## config.mk

```make
export PLATFORM = sky130hd
export DESIGN_NAME = rv64g_writeback_sequencer_flat
export DESIGN_NICKNAME = d
export VERILOG_FILES = /design/src/rtl/rv64g_pkg.sv /design/src/rtl/rv64g_writeback_sequencer_if.sv /design/src/rtl/rv64g_reg_lock_map.sv /design/src/rtl/rv64g_writeback_sequencer.sv /design/src/flat_wrapper.sv
export SDC_FILE = /design/constraint.sdc
export NUM_CORES = 2
export LEC_CHECK = 0
export CELL_PAD_IN_SITES_DETAIL_PLACEMENT = 0
export CELL_PAD_IN_SITES_GLOBAL_PLACEMENT = 1
export CORE_MARGIN = 4
export CORE_UTILIZATION = 45
export DETAILED_ROUTE_END_ITERATION = 8
export PLACE_DENSITY = 0.87
export SYNTH_ARGS = -nofsm -noshare
export SYNTH_HDL_FRONTEND = slang
export SYNTH_SLANG_ARGS = --single-unit
```

## constraint.sdc

```tcl
create_clock -name clk_i -period 24.1 [get_ports clk_i]
set_input_delay 4.82 -clock clk_i [delete_from_list [all_inputs] [get_ports clk_i]]
set_output_delay 4.82 -clock clk_i [all_outputs]
set_load 0.01 [all_outputs]
```

## src/rtl/rv64g_pkg.sv

```systemverilog
// rtl/rv64g_pkg.sv - shared constants and entry type for the writeback sequencer
package rv64g_pkg;

  localparam int XLEN    = 64;
  localparam int NUM_REG = 64;
  localparam int RD_W    = $clog2(NUM_REG);

  // One in-flight instruction: allocated at launch, filled at completion
  typedef struct packed {
    logic            valid;
    logic            done;
    logic [RD_W-1:0] rd;
    logic [XLEN-1:0] data;
  } wb_entry_t;

endpackage

```

## src/rtl/rv64g_writeback_sequencer_if.sv

```systemverilog
// rtl/rv64g_writeback_sequencer_if.sv - launch, completion, writeback and lock signals
interface rv64g_writeback_sequencer_if #(
  parameter int TAG_W   = 3,
  parameter int RD_W    = 6,
  parameter int XLEN    = 64,
  parameter int NUM_REG = 64
);

  logic               launch_valid_i;
  logic               launch_ready_o;
  logic [RD_W-1:0]    launch_rd_i;
  logic [TAG_W-1:0]   launch_tag_o;
  logic               cmpl_valid_i;
  logic [TAG_W-1:0]   cmpl_tag_i;
  logic [XLEN-1:0]    cmpl_data_i;
  logic               cmpl_err_o;
  logic               wb_valid_o;
  logic               wb_ready_i;
  logic [RD_W-1:0]    wb_rd_o;
  logic [XLEN-1:0]    wb_data_o;
  logic [NUM_REG-1:0] locks_o;

  // Sequencer side
  modport slave (
    input  launch_valid_i, launch_rd_i, cmpl_valid_i, cmpl_tag_i, cmpl_data_i, wb_ready_i,
    output launch_ready_o, launch_tag_o, cmpl_err_o, wb_valid_o, wb_rd_o, wb_data_o, locks_o
  );

  // Launcher / execution units / register file side
  modport master (
    output launch_valid_i, launch_rd_i, cmpl_valid_i, cmpl_tag_i, cmpl_data_i, wb_ready_i,
    input  launch_ready_o, launch_tag_o, cmpl_err_o, wb_valid_o, wb_rd_o, wb_data_o, locks_o
  );

endinterface

```

## src/rtl/rv64g_reg_lock_map.sv

```systemverilog
// rtl/rv64g_reg_lock_map.sv - per-register lock bitmap from the in-flight entries
module rv64g_reg_lock_map
  import rv64g_pkg::*;
#(
  parameter int NUM_ENTRIES = 7
) (
  input  logic [NUM_ENTRIES-1:0] valid_i,
  input  logic [RD_W-1:0]        rd_i [NUM_ENTRIES],
  output logic [NUM_REG-1:0]     locks_o
);

  // OR together the one-hot decode of every valid entry's destination; x0 never locks
  always_comb begin
    locks_o = '0;
    for (int i = 0; i < NUM_ENTRIES; i++) begin
      if (valid_i[i]) begin
        locks_o[rd_i[i]] = 1'b1;
      end
    end
    locks_o[0] = 1'b0;
  end

endmodule

```

## src/rtl/rv64g_writeback_sequencer.sv

```systemverilog
// rtl/rv64g_writeback_sequencer.sv - in-order writeback of out-of-order results; option RV64G_WB_BYPASS_EN
module rv64g_writeback_sequencer
  import rv64g_pkg::*;
#(
  parameter int NUM_OUTSTANDING = 7
) (
  input logic                       clk_i,
  input logic                       arst_i,
  input logic                       flush_i,
  rv64g_writeback_sequencer_if.slave bus
);

  localparam int TAG_W = (NUM_OUTSTANDING > 1) ? $clog2(NUM_OUTSTANDING) : 1;
  localparam int CNT_W = $clog2(NUM_OUTSTANDING + 1);
  localparam logic [TAG_W-1:0] LAST_IDX = TAG_W'(NUM_OUTSTANDING - 1);
  localparam logic [TAG_W:0]   DEPTH    = (TAG_W + 1)'(NUM_OUTSTANDING);
  localparam logic [CNT_W-1:0] FULL_CNT = CNT_W'(NUM_OUTSTANDING);

  wb_entry_t        ent_q [NUM_OUTSTANDING];
  logic [TAG_W-1:0] head_q, head_d;
  logic [TAG_W-1:0] tail_q, tail_d;
  logic [CNT_W-1:0] count_q, count_d;
  logic             cmpl_err_q, cmpl_err_d;

  wb_entry_t head_ent;
  logic      tag_in_range;
  logic      cmpl_ent_valid, cmpl_ent_done;
  logic      cmpl_ok, cmpl_store;
  logic      head_done, byp_hit;
  logic      wb_valid, wb_fire;
  logic      launch_ready, launch_fire;
  logic [XLEN-1:0] wb_data;

  logic [NUM_OUTSTANDING-1:0] ent_valid;
  logic [RD_W-1:0]            ent_rd [NUM_OUTSTANDING];

  // Circular pointer increment; depth need not be a power of two
  function automatic logic [TAG_W-1:0] ptr_inc(input logic [TAG_W-1:0] p);
    return (p == LAST_IDX) ? '0 : p + 1'b1;
  endfunction

  assign head_ent     = ent_q[head_q];
  assign tag_in_range = {1'b0, bus.cmpl_tag_i} < DEPTH;

  // Look up the entry addressed by the completing tag; out-of-range tags look free
  always_comb begin
    cmpl_ent_valid = 1'b0;
    cmpl_ent_done  = 1'b0;
    if (tag_in_range) begin
      cmpl_ent_valid = ent_q[bus.cmpl_tag_i].valid;
      cmpl_ent_done  = ent_q[bus.cmpl_tag_i].done;
    end
  end

  assign cmpl_ok   = bus.cmpl_valid_i & tag_in_range & cmpl_ent_valid & ~cmpl_ent_done;
  assign head_done = head_ent.valid & head_ent.done;

  // Head selection: stored result, or (bypass build) the result arriving for the head this cycle
  always_comb begin
`ifdef RV64G_WB_BYPASS_EN
    byp_hit  = cmpl_ok & (bus.cmpl_tag_i == head_q);
    wb_valid = head_done | byp_hit;
    wb_data  = head_done ? head_ent.data : bus.cmpl_data_i;
`else
    byp_hit  = 1'b0;
    wb_valid = head_done;
    wb_data  = head_ent.data;
`endif
  end

  assign launch_ready = count_q < FULL_CNT;
  assign launch_fire  = bus.launch_valid_i & launch_ready;
  assign wb_fire      = wb_valid & bus.wb_ready_i;
  // A bypassed result that retires immediately is never written into the buffer
  assign cmpl_store   = cmpl_ok & ~(byp_hit & bus.wb_ready_i);

  // Next-state for pointers, occupancy and the error pulse
  always_comb begin
    head_d     = wb_fire ? ptr_inc(head_q) : head_q;
    tail_d     = launch_fire ? ptr_inc(tail_q) : tail_q;
    count_d    = count_q;
    if (launch_fire && !wb_fire) begin
      count_d = count_q + 1'b1;
    end else if (!launch_fire && wb_fire) begin
      count_d = count_q - 1'b1;
    end
    cmpl_err_d = bus.cmpl_valid_i & ~cmpl_ok;
  end

  // Entry array and pointer registers; flush wins over every other update
  always_ff @(posedge clk_i or posedge arst_i) begin
    if (arst_i) begin
      for (int i = 0; i < NUM_OUTSTANDING; i++) ent_q[i] <= '0;
      head_q     <= '0;
      tail_q     <= '0;
      count_q    <= '0;
      cmpl_err_q <= 1'b0;
    end else if (flush_i) begin
      for (int i = 0; i < NUM_OUTSTANDING; i++) ent_q[i] <= '0;
      head_q     <= '0;
      tail_q     <= '0;
      count_q    <= '0;
      cmpl_err_q <= 1'b0;
    end else begin
      if (launch_fire) begin
        ent_q[tail_q].valid <= 1'b1;
        ent_q[tail_q].done  <= 1'b0;
        ent_q[tail_q].rd    <= bus.launch_rd_i;
        ent_q[tail_q].data  <= '0;
      end
      if (cmpl_store) begin
        ent_q[bus.cmpl_tag_i].done <= 1'b1;
        ent_q[bus.cmpl_tag_i].data <= bus.cmpl_data_i;
      end
      if (wb_fire) begin
        ent_q[head_q].valid <= 1'b0;
        ent_q[head_q].done  <= 1'b0;
      end
      head_q     <= head_d;
      tail_q     <= tail_d;
      count_q    <= count_d;
      cmpl_err_q <= cmpl_err_d;
    end
  end

  // Flatten entry state for the lock decoder
  always_comb begin
    for (int i = 0; i < NUM_OUTSTANDING; i++) begin
      ent_valid[i] = ent_q[i].valid;
      ent_rd[i]    = ent_q[i].rd;
    end
  end

  rv64g_reg_lock_map #(
    .NUM_ENTRIES(NUM_OUTSTANDING)
  ) u_lock_map (
    .valid_i (ent_valid),
    .rd_i    (ent_rd),
    .locks_o (bus.locks_o)
  );

  assign bus.launch_ready_o = launch_ready;
  assign bus.launch_tag_o   = tail_q;
  assign bus.cmpl_err_o     = cmpl_err_q;
  assign bus.wb_valid_o     = wb_valid;
  assign bus.wb_rd_o        = head_ent.rd;
  assign bus.wb_data_o      = wb_data;

endmodule

```

## src/flat_wrapper.sv

```systemverilog
// flat-port wrapper written by rule: the top's interface ports become plain ports
module rv64g_writeback_sequencer_flat import rv64g_pkg::*;
#(
  parameter int NUM_OUTSTANDING = 7
)
  (clk_i, arst_i, flush_i, bus_launch_valid_i, bus_launch_rd_i, bus_cmpl_valid_i, bus_cmpl_tag_i, bus_cmpl_data_i, bus_wb_ready_i, bus_launch_ready_o, bus_launch_tag_o, bus_cmpl_err_o, bus_wb_valid_o, bus_wb_rd_o, bus_wb_data_o, bus_locks_o);
  rv64g_writeback_sequencer_if #(.TAG_W(3), .RD_W(6), .XLEN(64), .NUM_REG(64)) bus_i ();
  input logic clk_i;
  input logic arst_i;
  input logic flush_i;
  input wire logic [$bits(bus_i.launch_valid_i)-1:0] bus_launch_valid_i;
  input wire logic [$bits(bus_i.launch_rd_i)-1:0] bus_launch_rd_i;
  input wire logic [$bits(bus_i.cmpl_valid_i)-1:0] bus_cmpl_valid_i;
  input wire logic [$bits(bus_i.cmpl_tag_i)-1:0] bus_cmpl_tag_i;
  input wire logic [$bits(bus_i.cmpl_data_i)-1:0] bus_cmpl_data_i;
  input wire logic [$bits(bus_i.wb_ready_i)-1:0] bus_wb_ready_i;
  output wire logic [$bits(bus_i.launch_ready_o)-1:0] bus_launch_ready_o;
  output wire logic [$bits(bus_i.launch_tag_o)-1:0] bus_launch_tag_o;
  output wire logic [$bits(bus_i.cmpl_err_o)-1:0] bus_cmpl_err_o;
  output wire logic [$bits(bus_i.wb_valid_o)-1:0] bus_wb_valid_o;
  output wire logic [$bits(bus_i.wb_rd_o)-1:0] bus_wb_rd_o;
  output wire logic [$bits(bus_i.wb_data_o)-1:0] bus_wb_data_o;
  output wire logic [$bits(bus_i.locks_o)-1:0] bus_locks_o;
  assign bus_i.launch_valid_i = bus_launch_valid_i;
  assign bus_i.launch_rd_i = bus_launch_rd_i;
  assign bus_i.cmpl_valid_i = bus_cmpl_valid_i;
  assign bus_i.cmpl_tag_i = bus_cmpl_tag_i;
  assign bus_i.cmpl_data_i = bus_cmpl_data_i;
  assign bus_i.wb_ready_i = bus_wb_ready_i;
  assign bus_launch_ready_o = bus_i.launch_ready_o;
  assign bus_launch_tag_o = bus_i.launch_tag_o;
  assign bus_cmpl_err_o = bus_i.cmpl_err_o;
  assign bus_wb_valid_o = bus_i.wb_valid_o;
  assign bus_wb_rd_o = bus_i.wb_rd_o;
  assign bus_wb_data_o = bus_i.wb_data_o;
  assign bus_locks_o = bus_i.locks_o;
  rv64g_writeback_sequencer #(.NUM_OUTSTANDING(NUM_OUTSTANDING)) u_core (.clk_i(clk_i), .arst_i(arst_i), .flush_i(flush_i), .bus(bus_i));
endmodule
```

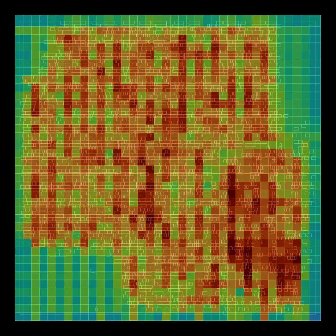
Figure 1: congestion heat map.
Total Routing Usage GR: 30.83%
post-DR wirelength/cell: 28.56 um
Most Used Layer, Global Route: met2

==> impl_metrics.ini <==
; yosys + openroad results
[status]
run_status = finished, final reports clean

[worst_setup_path]
critical_path_class = reg -> out
critical_path.endpoint_type = output pin
required_ns = 19.28
timing.reg2reg.worst_path_depth = 10
cp.arrival_ns = 4.45
ff2ff_setup_slack_ns = 20.11
critPathLaunchType = flop

[yosys]
numSynthFlops = 514
netlist.top_cell.by_area = sky130_fd_sc_hd__dfrtp_1
syn_area_mm2 = 0.02814
synth-cells-yosys = 2784
count_of_mapped_cells_out_of_synthesis = 2784
synth.lib_cells_used.distinct = 71
synth.avg_cell_area_um2 = 10.11
postSynthSeqShare_pct = 45.71

[detailed_routing]
route.vias.total = 25090
drt_wl_total_um = 105800
remaining_drc_errors = 0
iteration_tally_of_the_first_detailed_router_pass = 6

[power_and_ir_drop]
finalPower_mw = 1.821
internal-power_mw = 1.368
power.switching_mw = 0.4530

[placement]
placed_cell_area_mm2 = 0.03052
dpl.cell_count = 3609
numPortBuffers = 217

[cells_and_area]
mostFrequentLayoutCells = 511 x sky130_fd_sc_hd__dfrtp_1, 338 x sky130_fd_sc_hd__nand2_1, 284 x sky130_fd_sc_hd__nor2_1
layout-drive-gt1-share_pct = 8.735
finalNetCount = 2907

[clock_tree]
cts.path.max_buffers = 3
cts.repair.resized = 0
tritoncts = built
post_cts_setup_buffer_count = 0

[sta]
slew_limit_fails = 0
timing_hold_violations_final = 0
timing.fmax_ghz = 0.1079
rsz0062_at_grt = no

[global_routing]
antenna_found_initial = 10
overflow = 0
grt_pass1_vias = 25250
grt_start_max_net_pins = 170

[floorplan]
core_area_mm2 = 0.06183
chipWidth_um = 258.1

[flow_run]
count_of_tool_warnings = 32
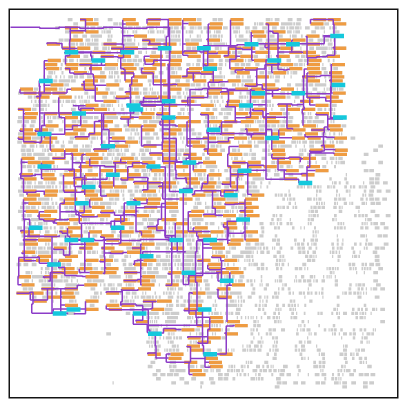
Figure 2: routed clock nets over the placement.
Drawn at 1.5 px/um.
purple -> clock wires  # length 6300 um
cyan -> clock drivers  # count 53
orange -> flip-flops  # count 514
routed clock nets = 54
flops lie = widely spread
Post-Route Skew: 0.01987 ns
clock insertion delay at the later pin of the skew report: 0.63 ns
Clock Power: 0.818 mW

per-layer routing:
metal | part of all wire (%) | track usage (%) | up-vias
met5 | 0.046 | 0 | -
met2 | 46 | 48.70 | 1564
met4 | 4.4 | 13.20 | 8
met1 | 39 | 41.11 | 12710
li1 | - | - | 10520
met3 | 10 | 7.031 | 291
state kept, by name (all words and copies together) (netlist names):
signal                   count
u_core.bus.launch_tag_o      3
u_core.head_q                3
u_core.count_q               3
u_core.bus.cmpl_err_o        1
u_core.ent_q               504
area by class of cell:
class / count / area, um^2
tap: 837 / 1047
multi-input combinational: 1970 / 13980
fill: 5442 / 29580
inverter: 27 / 111.4
clock buffer: 73 / 1451
sequential: 514 / 12870
clock inverter: 17 / 254.0
timing repair buffer: 261 / 2510
antenna: 6 / 15.01
critical path, cell delays in order, from the launching register on:
cell,delay [ns]
sky130_fd_sc_hd__dfrtp_4,0.80
sky130_fd_sc_hd__buf_4,0.88
sky130_fd_sc_hd__buf_4,0.72
sky130_fd_sc_hd__mux4_2,0.60
sky130_fd_sc_hd__nand2_1,0.08
sky130_fd_sc_hd__o21ai_0,0.16
sky130_fd_sc_hd__clkdlybuf4s50_1,0.53
power by group through the flow:
stage / Sequential [mW] / Clock (mW) / Combinational (mW)
after global routing: 0.879 / 0.863 / 0.133
after global placement: 0.893 / 0 / 0.120
after floorplan: 0.887 / 0 / 0.0690
final: 0.879 / 0.818 / 0.125
after detailed placement: 0.894 / 0 / 0.123
after CTS: 0.878 / 0.825 / 0.124
cells in the mapped netlist, types with 65 or more instances:
cell                        count
sky130_fd_sc_hd__mux2i_1      244
sky130_fd_sc_hd__o2bb2ai_1     65
sky130_fd_sc_hd__nand3_1      140
sky130_fd_sc_hd__clkbuf_1     149
sky130_fd_sc_hd__mux4_2        70
sky130_fd_sc_hd__dfrtp_1      514
sky130_fd_sc_hd__o22ai_1      111
sky130_fd_sc_hd__buf_2         78
sky130_fd_sc_hd__a32o_1       178
sky130_fd_sc_hd__a21oi_1      150
sky130_fd_sc_hd__nand2_1      338
sky130_fd_sc_hd__nor2_1       286
per-stage QoR:
stage | worst slack (ns) | util (%) | hold slack, ns
6_report | 14.83 | 52.15 | 0.4990
5_1_grt | 14.64 | 52.14 | 0.5131
4_1_cts | 14.82 | 52.12 | 0.5001
3_5_place_dp | 15.27 | 49.37 | 0.4808
3_3_place_gp | 15.39 | 49.37 | 0.4771
2_1_floorplan | 4.923 | - | 0.4606
final timing paths:
kind | from | end
min reg2reg | u_core.ent_q[201] | u_core.ent_q[201]
max reg2reg | u_core.head_q[0] | u_core.count_q[2]
min | u_core.ent_q[201] | u_core.ent_q[201]
max in group asynchronous | arst_i | u_core.ent_q[120]
max | u_core.head_q[0] | bus_wb_data_o[28]
min in group asynchronous | arst_i | u_core.count_q[1]
cell families after synthesis:
group | count (synthesis) | synth area share [%]
AND-OR/OR-AND | 701 | 19.28
XOR/XNOR | 2 | 0.1112
adder cells (fa/ha/maj) | 1 | 0.07115
buffers and inverters | 300 | 4.909
flip-flops | 514 | 45.71
multiplexers | 319 | 14.48
other | 1 | 0.01333
AND/OR/NAND/NOR | 946 | 15.43
Power is estimated from default activity; no workload was simulated.
